**Run 1: floorplan with the power grid**

Scale: 4 px per um. Pins as bars on the die edge. Tap cells in grey.
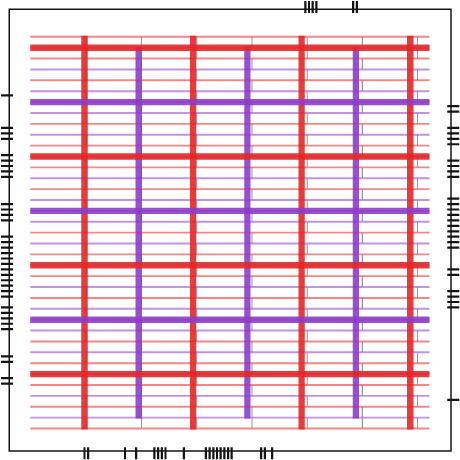
**Run 1: placement by cell class**

Scale: 4 px per um. Fill, decap, tap and diode cells in grey.
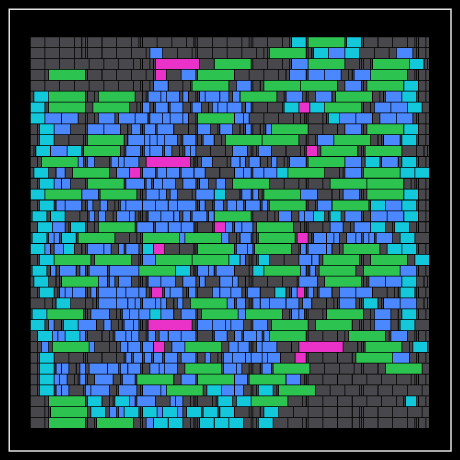
**Run 1: clock distribution**

Scale: 3 px per um.
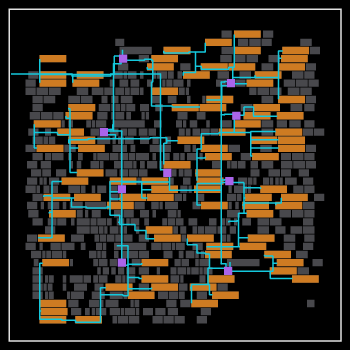
`src/rtl/capture_readout_if.sv`:
```
// Valid/ready sample stream from the capture readout engine to the host bridge.
interface capture_readout_if #(
    parameter int DATA_W = 14
);
    logic [DATA_W-1:0] m_data;
    logic              m_valid;
    logic              m_ready;
    logic              m_last;

    modport master (output m_data, m_valid, m_last, input m_ready);
    modport slave  (input m_data, m_valid, m_last, output m_ready);
endinterface

```
`src/rtl/capture_readout.sv`:
```
// Reads a trigger-centred window out of the capture circular RAM and streams it out,
// absorbing the 1-cycle RAM latency and downstream backpressure with a 2-slot FIFO.
module capture_readout #(
    parameter int ADDR_W = 12,
    parameter int DATA_W = 14
) (
    input  logic              clk,
    input  logic              rst_n,
    input  logic              start,
    input  logic              capture_enabled,
    input  logic [ADDR_W-1:0] addr_trig,
    input  logic [ADDR_W-1:0] pnts_before_trig,
    input  logic [ADDR_W:0]   n_pnts,
    output logic [ADDR_W-1:0] ram_addr,
    input  logic [DATA_W-1:0] ram_dout,
    capture_readout_if.master m,
    output logic              busy,
    output logic              done,
    output logic              err
);
    typedef enum logic [1:0] {IDLE, WAIT_CAP, READ} state_t;

    localparam logic [ADDR_W:0] DEPTH = {1'b1, {ADDR_W{1'b0}}};
    localparam logic [ADDR_W:0] ONE_N = {{ADDR_W{1'b0}}, 1'b1};

    state_t            state, state_nx;
    logic              cap_meta, cap_s;
    logic [ADDR_W:0]   n_lat, issue_cnt;
    logic [ADDR_W-1:0] pre_lat;
    logic              rd_inflight, rd_last;
    logic [DATA_W-1:0] fifo_data [2];
    logic [1:0]        fifo_last;
    logic              wr_ptr, rd_ptr;
    logic [1:0]        fifo_cnt, occ;
    logic              start_bad, start_ok, pop, final_pop, issue, issue_last;
    logic              err_nx, done_nx, base_load;

    always_ff @(posedge clk or negedge rst_n) begin
        if (!rst_n) begin
            cap_meta <= 1'b0;
            cap_s    <= 1'b0;
        end else begin
            cap_meta <= capture_enabled;
            cap_s    <= cap_meta;
        end
    end

    // Stream side is a plain view of the FIFO head.
    always_comb begin
        m.m_data  = fifo_data[rd_ptr];
        m.m_valid = (fifo_cnt != 2'd0);
        m.m_last  = m.m_valid && fifo_last[rd_ptr];
    end

    // A FIFO slot is reserved at issue time, so in-flight reads count toward occupancy;
    // a same-cycle pop frees a slot, which keeps one read per cycle under full throughput.
    always_comb begin
        pop        = m.m_valid && m.m_ready;
        final_pop  = pop && m.m_last;
        occ        = fifo_cnt + 2'(rd_inflight);
        issue      = (state == READ) && (issue_cnt != n_lat) && ((occ != 2'd2) || pop);
        issue_last = issue && (issue_cnt == n_lat - ONE_N);
        start_bad  = (n_pnts == '0) || (n_pnts > DEPTH);
    end

    always_comb begin
        state_nx  = state;
        start_ok  = 1'b0;
        err_nx    = 1'b0;
        done_nx   = 1'b0;
        base_load = 1'b0;
        busy      = (state != IDLE);
        case (state)
            IDLE: begin
                if (start) begin
                    if (start_bad) begin
                        err_nx = 1'b1;
                    end else begin
                        start_ok = 1'b1;
                        state_nx = WAIT_CAP;
                    end
                end
            end
            WAIT_CAP: begin
                if (!cap_s) begin
                    base_load = 1'b1;
                    state_nx  = READ;
                end
            end
            READ: begin
                if (final_pop) begin
                    done_nx  = 1'b1;
                    state_nx = IDLE;
                end
            end
            default: state_nx = IDLE;
        endcase
    end

    always_ff @(posedge clk or negedge rst_n) begin
        if (!rst_n) begin
            state <= IDLE;
            err   <= 1'b0;
            done  <= 1'b0;
        end else begin
            state <= state_nx;
            err   <= err_nx;
            done  <= done_nx;
        end
    end

    always_ff @(posedge clk or negedge rst_n) begin
        if (!rst_n) begin
            n_lat        <= '0;
            pre_lat      <= '0;
            issue_cnt    <= '0;
            ram_addr     <= '0;
            rd_inflight  <= 1'b0;
            rd_last      <= 1'b0;
            fifo_data[0] <= '0;
            fifo_data[1] <= '0;
            fifo_last    <= '0;
            wr_ptr       <= 1'b0;
            rd_ptr       <= 1'b0;
            fifo_cnt     <= '0;
        end else begin
            if (start_ok) begin
                n_lat   <= n_pnts;
                pre_lat <= pnts_before_trig;
            end
            if (base_load) begin
                ram_addr  <= addr_trig - pre_lat;
                issue_cnt <= '0;
            end else if (issue) begin
                ram_addr  <= ram_addr + ADDR_W'(1);
                issue_cnt <= issue_cnt + ONE_N;
            end
            rd_inflight <= issue;
            rd_last     <= issue_last;
            if (rd_inflight) begin
                fifo_data[wr_ptr] <= ram_dout;
                fifo_last[wr_ptr] <= rd_last;
                wr_ptr            <= ~wr_ptr;
            end
            if (pop) begin
                rd_ptr <= ~rd_ptr;
            end
            fifo_cnt <= fifo_cnt + 2'(rd_inflight) - 2'(pop);
        end
    end
endmodule

```
`src/flat_wrapper.sv`:
```
// flat-port wrapper written by rule: the top's interface ports become plain ports
module capture_readout_flat 
#(
    parameter int ADDR_W = 12,
    parameter int DATA_W = 14
)
  (clk, rst_n, start, capture_enabled, addr_trig, pnts_before_trig, n_pnts, ram_addr, ram_dout, busy, done, err, m_m_data, m_m_valid, m_m_last, m_m_ready);
  capture_readout_if #(.DATA_W(DATA_W)) m_i ();
  input  logic clk;
  input  logic rst_n;
  input  logic start;
  input  logic capture_enabled;
  input  logic [ADDR_W-1:0] addr_trig;
  input  logic [ADDR_W-1:0] pnts_before_trig;
  input  logic [ADDR_W:0] n_pnts;
  output logic [ADDR_W-1:0] ram_addr;
  input  logic [DATA_W-1:0] ram_dout;
  output logic busy;
  output logic done;
  output logic err;
  output wire logic [$bits(m_i.m_data)-1:0] m_m_data;
  output wire logic [$bits(m_i.m_valid)-1:0] m_m_valid;
  output wire logic [$bits(m_i.m_last)-1:0] m_m_last;
  input wire logic [$bits(m_i.m_ready)-1:0] m_m_ready;
  assign m_m_data = m_i.m_data;
  assign m_m_valid = m_i.m_valid;
  assign m_m_last = m_i.m_last;
  assign m_i.m_ready = m_m_ready;
  capture_readout #(.ADDR_W(ADDR_W), .DATA_W(DATA_W)) u_core (.clk(clk), .rst_n(rst_n), .start(start), .capture_enabled(capture_enabled), .addr_trig(addr_trig), .pnts_before_trig(pnts_before_trig), .n_pnts(n_pnts), .ram_addr(ram_addr), .ram_dout(ram_dout), .m(m_i), .busy(busy), .done(done), .err(err));
endmodule
```
`config.mk`:
```
export PLATFORM = sky130hd
export DESIGN_NAME = capture_readout_flat
export DESIGN_NICKNAME = d
export VERILOG_FILES = /design/src/rtl/capture_readout_if.sv /design/src/rtl/capture_readout.sv /design/src/flat_wrapper.sv
export SDC_FILE = /design/constraint.sdc
export NUM_CORES = 1
export LEC_CHECK = 0
export CAP_MARGIN = 20
export CORE_MARGIN = 5
export CORE_UTILIZATION = 50
export CTS_BUF_LIST = sky130_fd_sc_hd__clkbuf_4
export DETAILED_ROUTE_END_ITERATION = 10
export GPL_ROUTABILITY_DRIVEN = 0
export PLACE_DENSITY = 0.79
export SKIP_LAST_GASP = 1
export SYNTH_ARGS = -nofsm -noshare
export SYNTH_HDL_FRONTEND = slang
export SYNTH_SLANG_ARGS = --single-unit
```
`constraint.sdc`:
```
create_clock -name clk -period 3.2 [get_ports clk]
set_clock_uncertainty 0.1 [all_clocks]
set_input_delay 0.64 -clock clk [delete_from_list [all_inputs] [get_ports clk]]
set_output_delay 0.64 -clock clk [all_outputs]
set_load 0.05 [all_outputs]
```
==> summary.txt, run 1 <==
flow finished, numbers: CTS tree built, Synth Cell Area around 0.0050 mm^2, GRT Residual Overflow 0, hold-fix buffers at CTS 0, kind of critical path flip-flop to output pin, Post-synth EDFFs 0, post-synthesis compound-gate area fraction 0.0907, R2R Setup Slk roughly 580 ps, Residual DRC 0, sequential share of power 0.343, Synth top area share 0.460, Largest cells by area dfrtp_1, mux2_2, xnor2_1, Log Warnings 26, Post-Route Setup TNS 0 ps, cts repair resizes 0, sw frac 0.409, Pwr per Cell Area 838 mW/mm^2, post-synth cell types between 50 and 60, Top Layout Cells dfrtp_1, clkdlybuf4s50_1, mux2_2, global-route wire length before repair 18900 um, diode count 0, Final Max Slew Viols 0, Top cell excl fill/tap dfrtp_1, RSZ-0062 raised after global routing no, combinational share of power 0.493, Post-CTS Setup Inserts 0, Cells after Synth roughly 470, area grow syn2layout 24.6%, DP Worst Slack a little over 200 ps, Post-Syn Area per Cell approximately 11 um^2, TritonCTS Buffers 9, # Cells Yosys between 400 and 500, H-tree depth 3, largest area contributor in the netlist dfrtp_1, share of cells above drive strength 1 0.167, Clock Path Buffers 2, post-route ant nets 0, final setup vio count 0, Final min period slightly below 3000 ps, seq pwr 1790 uW, Yosys chip area around 0.0050 mm^2, #FFs+latches synth around 92, Die ar. 0.0121 mm^2, initial antenna violation count 0, vias per cell ~5.5, Critical R2R Launch u_core.n_lat[1], Syn Nets 538, comb area leader multiplexers, DR iter-0 viols 204, Worst Max-Slew Pin Slew 974 ps, critical path peak fanout 14, P_leak 0.00278 uW, GRT Overall Usage 0.199, asr flop ratio synth 1.00, Vias between 3k and 4k, delay-heaviest family, CP buffers and inverters, highest-delay cell along the critical path clkdlybuf4s50_1, HP Class input port to asynchronous set/reset pin, Critical Path Max Stage Delay approximately 700 ps, I/O Buffers approximately 86, drt pass-1 iters 4, mean routed wirelength per cell 16.2 um, Req. time, crit path 2460 ps, Logic power comb ~2600 uW, R2R cell count 6, Initial Util 0.512, count leader, synth dfrtp_1, Syn. warnings 0, FA/HA/MAJ Cells, Area Fraction 0.0440, crit path DAT ~2200 ps, Post-synth top flop dfrtp_1, nets 627, xor/xnor share of the synthesized area 0.0787, Tot Pwr around 5200 uW, number of clock sinks a little over 90, Max-slew headroom 0.351, Clock Tree Root clkbuf_4, largest net degree at the start of global routing 58, max frequency around 340 MHz, Row Count 36, setup ws final about 260 ps, reg2reg end u_core.rd_last, internal power approximately 3100 uW, outcome finished, final reports clean
Back to the opening pictures, 'floorplan with the power grid':
colour	net
red	VSS
purple	VDD
signal pins	87
tap cells	133
rows	36
die y size: 110 um
Core Area: 0.00977 mm^2
die x size: 110 um
worst ir drop on vdd: 0.435 mV

Back to the opening pictures, 'placement by cell class':
colour	class	cells	share of their area
magenta	clock drivers and dummy loads	15	3.3%
blue	all other logic	353	43%
green	flip-flops	92	38%
cyan	other buffers and delay cells	98	16%

Back to the opening pictures, 'clock distribution':
[cyan] clock wires | length: 1080 um
[purple] cells driving clock nets | count: 9
[orange] flip-flops | count: 92
flops lie	all over the die
routed clock nets	10
clock share of power: 0.164
Worst-Skew Late Latency: 450 ps
Power Clock: 858 uW

run 1: worst max path at each step:
stage	depth (start not counted)	to	start	slack [ps]
finish	3	m_m_data[11]	u_core.rd_ptr	260
global route	3	m_m_data[10]	u_core.rd_ptr	180
CTS	3	m_m_data[11]	u_core.rd_ptr	230
detailed placement	8	u_core.ram_addr[11]	addr_trig[1]	200
global placement	8	u_core.ram_addr[11]	addr_trig[1]	260
floorplan	7	u_core.ram_addr[11]	addr_trig[1]	750
run 1: state kept, by name (all words and copies together), names as in the netlist, 2 cells and up:
register	count
u_core.issue_cnt	13
u_core.fifo_cnt	2
u_core.n_lat	13
u_core.state	2
u_core.fifo_last	2
u_core.ram_addr	12
u_core.fifo_data	28
u_core.pre_lat	12
run 1: stage by stage:
step	hold slack [ps]	instances	utilization	area [um^2]
6_report	135	691	0.638	6240
5_1_grt	185	691	0.638	6240
4_1_cts	144	691	0.638	6240
3_5_place_dp	262	676	0.618	6040
3_3_place_gp	264	676	0.618	6040
2_1_floorplan	231	465	-	5010
run 1: metal layers:
layer	vias up	share of wire	track usage
met4	0	0.018	0.0775
met5	-	0	0
li1	1825	-	-
met2	130	0.48	0.334
met3	17	0.068	0.0355
met1	1858	0.43	0.255
run 1: worst register-to-register path, delay by kind of cell (launching register included):
family / cells / cell delay [ps]
flip-flops: 1 / 450
AND-OR/OR-AND: 1 / 260
AND/OR/NAND/NOR: 3 / 1460
multiplexers: 2 / 250
run 1: final cells by class:
class | count | area [um^2]
fill | 795 | 3540
multi-input combinational | 325 | 2510
sequential | 92 | 2300
timing repair buffer | 98 | 948
tap | 133 | 166
clock inverter | 5 | 125
inverter | 28 | 105
clock buffer | 10 | 75.1
**Run 1: congestion heat map**

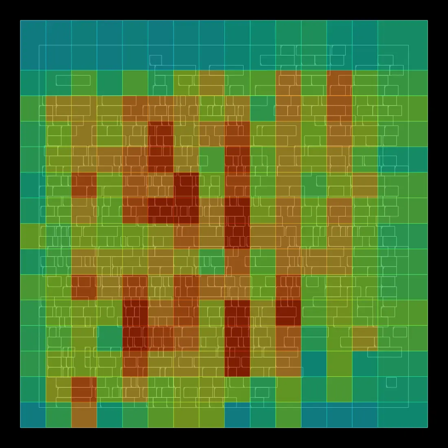

==> run 2: changes to the inputs <==
- CORE_ASPECT_RATIO: unset -> 1.1
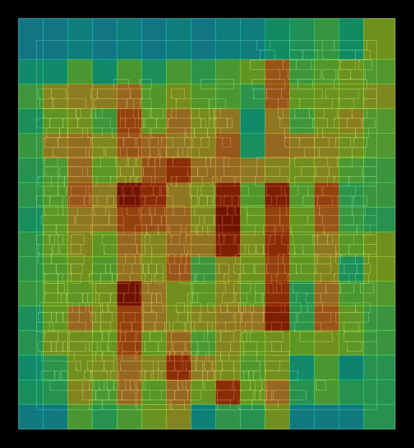
**Above:** run 2 (congestion heat map).
met3 Use GR: 0.0343
Most Used Layer, Global Route: met2

==> summary.txt, run 2 <==
flow finished, numbers: outcome finished, final reports clean, post-route ant nets 0, #FFs+latches synth between 90 and 100, Worst-Skew Late Latency 460 ps, Yosys chip area ~0.005 mm^2, FILL cells ~800, kind of critical path flip-flop to output pin, Syn. warnings 0, Log Warnings 26, Post-Route Setup TNS 0 ps, Syn Nets 538, global-route wire length before repair between 15000 and 20000 um, M1 WL 4800 um, post-synth cell types roughly 55, cts repair resizes 0, H-tree depth 3, Core Area about 0.0098 mm^2, Synth top area share 0.460, nets around 630, final setup vio count 0, mean routed wirelength per cell between 15 and 20 um, max reg flops 28, P_leak ~0.0027 uW, Vias approximately 3.8k, asr flop ratio synth 1.00, Placement Cell Area about 0.0060 mm^2, Post-Syn Area per Cell about 11 um^2, initial antenna violation count 0, vias per cell between 5 and 6, Highest Signal Layer met4, max frequency 327 MHz, met3 routed WL about 600 um, GRT Overall Usage 0.188, Biggest register u_core.fifo_data, Post-CTS Setup Inserts 0, Req. time, crit path about 2500 ps, Clock Tree Root clkbuf_4, Critical R2R Launch u_core.issue_cnt[0], fin util 0.624, reg2reg end u_core.issue_cnt[8], diode count 0, area grow syn2layout 22.6%, Row Count 38, die y size 115 um, Worst Max-Slew Pin Slew ~970 ps, R2R Setup Slk around 480 ps, Die ar. around 0.012 mm^2, Reg area between 0.002 and 0.0025 mm^2, largest registers u_core.fifo_data: 28 flops, u_core.issue_cnt: 13 flops, u_core.n_lat: 13 flops, TritonCTS Buffers 9
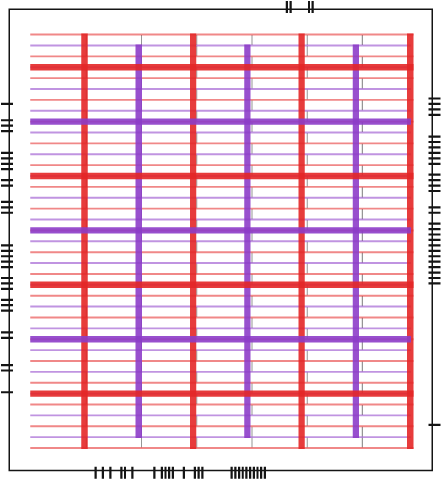
**Above:** run 2 (floorplan with the power grid).
Scale: 4 px per um. Pins as bars on the die edge. Tap cells in grey.
colour	net
red	VSS
purple	VDD
met5 straps	7
met4 straps	7
rows	38
signal pins	87

-- run 2: cell counts after synthesis --
No cell type changed its count.
-- run 2: worst min-delay path by stage --
stage / start / end / slack, ps
floorplan: u_core.cap_meta / u_core.cap_s / 230
global placement: u_core.cap_meta / u_core.cap_s / 230
detailed placement: u_core.cap_meta / u_core.cap_s / 240
CTS: rst_n / u_core.ram_addr[5] / 30
global route: rst_n / u_core.ram_addr[5] / 70
finish: rst_n / u_core.pre_lat[2] / 40
-- run 2: layout make-up --
cell class / count / area share
Inverter: 28 / 0.0171
Tap cell: 120 / 0.0245
Clock buffer: 9 / 0.0110
Multi-Input combinational cell: 325 / 0.409
Clock inverter: 7 / 0.00876
Timing Repair Buffer: 96 / 0.154
Sequential cell: 92 / 0.375
-- run 2: power breakdown --
part	switching [uW]	total [uW]	internal, uW
registers	309	1810	1500
clock network	418	580	162
logic	1460	2570	1100
total	2190	4950	2760
-- run 2: metrics by stage --
stage / setup WS (ps) / hold WS (ps) / instances / power [uW]
finish: 146 / 36.6 / 677 / 4950
global route: 61.0 / 68.3 / 677 / 5240
CTS: 105 / 31.7 / 677 / 5000
detailed placement: 125 / 241 / 661 / 4410
global placement: 154 / 234 / 661 / 4310
floorplan: 753 / 231 / 465 / 3600
-- run 2: kinds of logic after synthesis --
family,count (synthesis)
AOI/OAI and AO/OA,67
and+or+nand+nor,122
xor gates and xnor gates,45
buffers and inverters,48
adders and majority gates,17
muxes,74
DFF,92
-- run 2: critical path, stage by stage (launching register included) --
cell	delay [ps]
dfrtp_1	540
buf_4	270
mux2_2	360
clkdlybuf4s50_1	700
-- run 2: metal layers --
metal / vias to the layer above / global-route usage
met2: 108 / 0.316
met4: 0 / 0.0647
met5: - / 0
met1: 1838 / 0.246
met3: 13 / 0.0343
li1: 1817 / -
**Run 2: signal wires by layer**

Scale: 4 px per um.
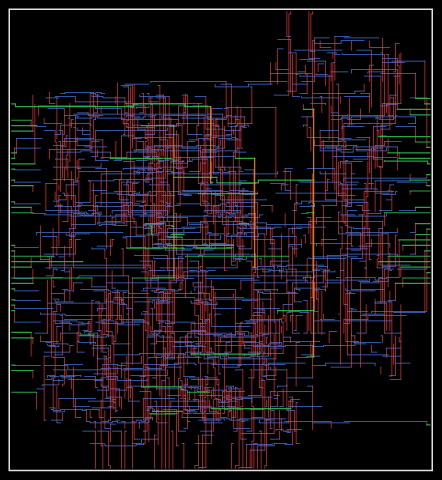

==> run 3: changes to the inputs <==
- ABC_CLOCK_PERIOD_IN_PS: unset -> 3200
- CORE_UTILIZATION: 50 -> 40
- CTS_CLUSTER_SIZE: unset -> 16
- PLACE_DENSITY: 0.79 -> 0.66
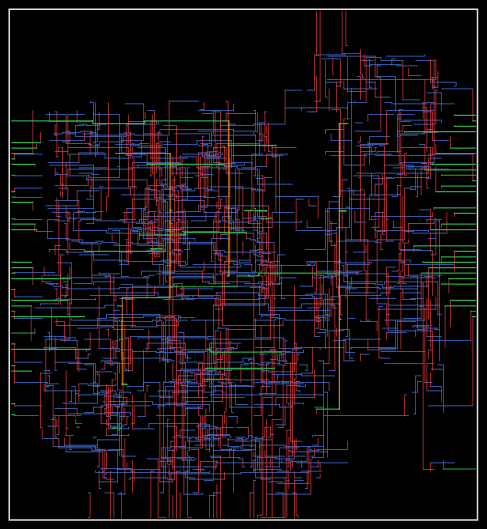
**Above:** run 3 (signal wires by layer).
Scale: 4 px per um.
colour	layer	wire length
green	met3	654 um
blue	met1	5040 um
red	met2	5200 um
orange	met4	168 um

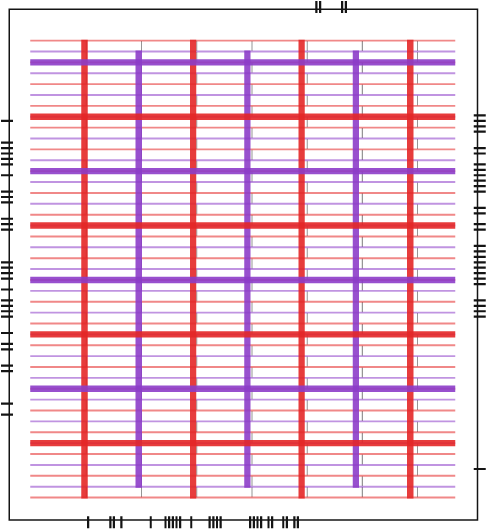
**Above:** run 3 (floorplan with the power grid).
Scale: 4 px per um. Pins as bars on the die edge. Tap cells in grey.
colour	net
red	VSS
purple	VDD
met4 straps	7
met5 straps	8
met1 rails	43
rows	42
tap cells	154
worst ir drop on vdd: 0.769 mV
Core Area: 0.0121 mm^2

==> summary.txt, run 3 <==
flow finished, numbers: met3 Use GR 0.0317, Most Used Layer, Global Route met2, Post-CTS Setup Inserts 0, Final Max Slew Viols 0, Reg area roughly 0.0023 mm^2, die x size approximately 120 um, vias per cell approximately 5.3, largest registers u_core.fifo_data: 28 flops, u_core.issue_cnt: 13 flops, u_core.n_lat: 13 flops, HP Class flip-flop to flip-flop, DR iter-0 viols 166, post-synth cell types 55, Critical Path Start u_core.rd_ptr, Placement Cell Area 0.00606 mm^2, nets 629, TritonCTS Buffers 9, Die ar. roughly 0.015 mm^2, Max-slew headroom 0.331, critical path peak fanout 12, FILL cells around 1.1k, CTS tree built, kind of critical path flip-flop to output pin, Post-Route Setup TNS 0 ps, I/O Buffers between 80 and 90, Initial Util 0.412, part of the cycle the worst path needs 0.951, Syn Nets 538, Post-synth top flop dfrtp_1, RSZ-0062 raised after global routing no, H-tree depth 3, crit path DAT about 2300 ps, final setup vio count 0, largest net degree at the start of global routing 85, Syn. warnings 0, Req. time, crit path 2460 ps, Biggest register u_core.fifo_data, Worst Max-Slew Pin Slew around 1000 ps, max frequency roughly 330 MHz, Post-synth seq share 0.460, initial antenna violation count 0, area grow syn2layout 24.1%, Critical R2R Launch u_core.issue_cnt[0], largest area contributor in the netlist dfrtp_1, Synth top area share 0.460, Top cell excl fill/tap dfrtp_1, Final min period between 3000 and 4000 ps, die y size roughly 130 um, Row Count 42, met2 usage 0.252, asr flop ratio synth 1.00, Top Layout Cells dfrtp_1, clkdlybuf4s50_1, mux2_2, Finished Cell Area 0.00621 mm^2, # Cells Yosys ~470, cts repair resizes 0, GRT Overall Usage 0.157, global-route wire length before repair roughly 19000 um, mean routed wirelength per cell 15.5 um, diode count 0, fin util 0.512, Worst Hold Depth 0, count leader, synth dfrtp_1, Worst-Skew Late Latency between 400 and 500 ps, post-route ant nets 0, GRT Residual Overflow 0, outcome finished, final reports clean, Vias ~3.8k, Combinational Area between 0.002 and 0.003 mm^2, #FFs+latches synth a little over 90, Clock Tree Root clkbuf_4, Clock Path Buffers 2, share of cells above drive strength 1 0.168, number of clock sinks ~90, GRT met1 Usage 0.211, drt pass-1 iters 4, Pwr per Cell Area slightly below 800 mW/mm^2, R2R cell count 8, Worst Min Path Start u_core.cap_meta, Post-Syn Area per Cell 10.8 um^2, max reg flops 28, Synth Cell Area 0.00501 mm^2, Log Warnings 26, P_leak ~0.0027 uW, Largest cells by area dfrtp_1, mux2_2, xnor2_1, Post-synth EDFFs 0, Yosys chip area 0.00501 mm^2, Cells after Synth 465, Residual DRC 0
## run 3: worst paths after layout
check	endpoint	slack, ps
hold / removal	u_core.cap_s	270
max in group asynchronous	u_core.ram_addr[7]	1780
hold reg to reg	u_core.cap_s	270
setup reg to reg	u_core.issue_cnt[4]	520
setup / recovery	m_m_data[10]	160
min in group asynchronous	u_core.fifo_data[8]	460
## run 3: kinds of logic (layout without fill, tap and decap cells)
logic type	count (synthesis)	after routing	synth area share
simple gates	122	122	0.127
flops	92	92	0.460
mux	74	74	0.162
compound gates	67	67	0.0907
buf+inv	48	144	0.0380
xor+xnor	45	45	0.0787
fa+ha+maj	17	17	0.0440
## run 3: final cells by class
type	count	area share
tap	154	0.0310
clock inverter	6	0.00644
inverter	28	0.0169
sequential	92	0.370
clock buffer	10	0.0121
timing repair buffer	100	0.159
multi-input combinational	325	0.404
## run 3: critical path, stage by stage, from the launching register on
cell and delay (ps):
dfrtp_1 510, buf_4 270, mux2_2 350, clkdlybuf4s50_1 710
## run 3: metal layers
layer / up-vias / share of wire
met5: - / 0
met4: 0 / 0.015
li1: 1829 / -
met2: 95 / 0.47
met3: 14 / 0.059
met1: 1817 / 0.46
## run 3: power breakdown
| part | total (uW) | switching, uW | leakage (uW) | internal, uW |
|---|---|---|---|---|
| sequential | 1800 | 300 | 0.00107 | 1500 |
| clock | 575 | 408 | 0.0000565 | 167 |
| combinational | 2560 | 1460 | 0.00162 | 1100 |
## run 3: timing repair
item                       4_1_cts  5_1_grt
setup endpoints to repair        0        0
hold buffers                     0        1
hold endpoints to repair         0       14
## run 3: metrics by stage
stage	hold slack (ps)	total power, uW	instances	worst slack, ps
after floorplan	231	3600	465	753
after global placement	236	4340	697	158
after detailed placement	236	4410	697	129
after CTS	267	5000	713	84.5
after global routing	289	5260	715	29.0
final	266	4940	715	157
No activity file was given, so power comes from the tool's default toggle rates.
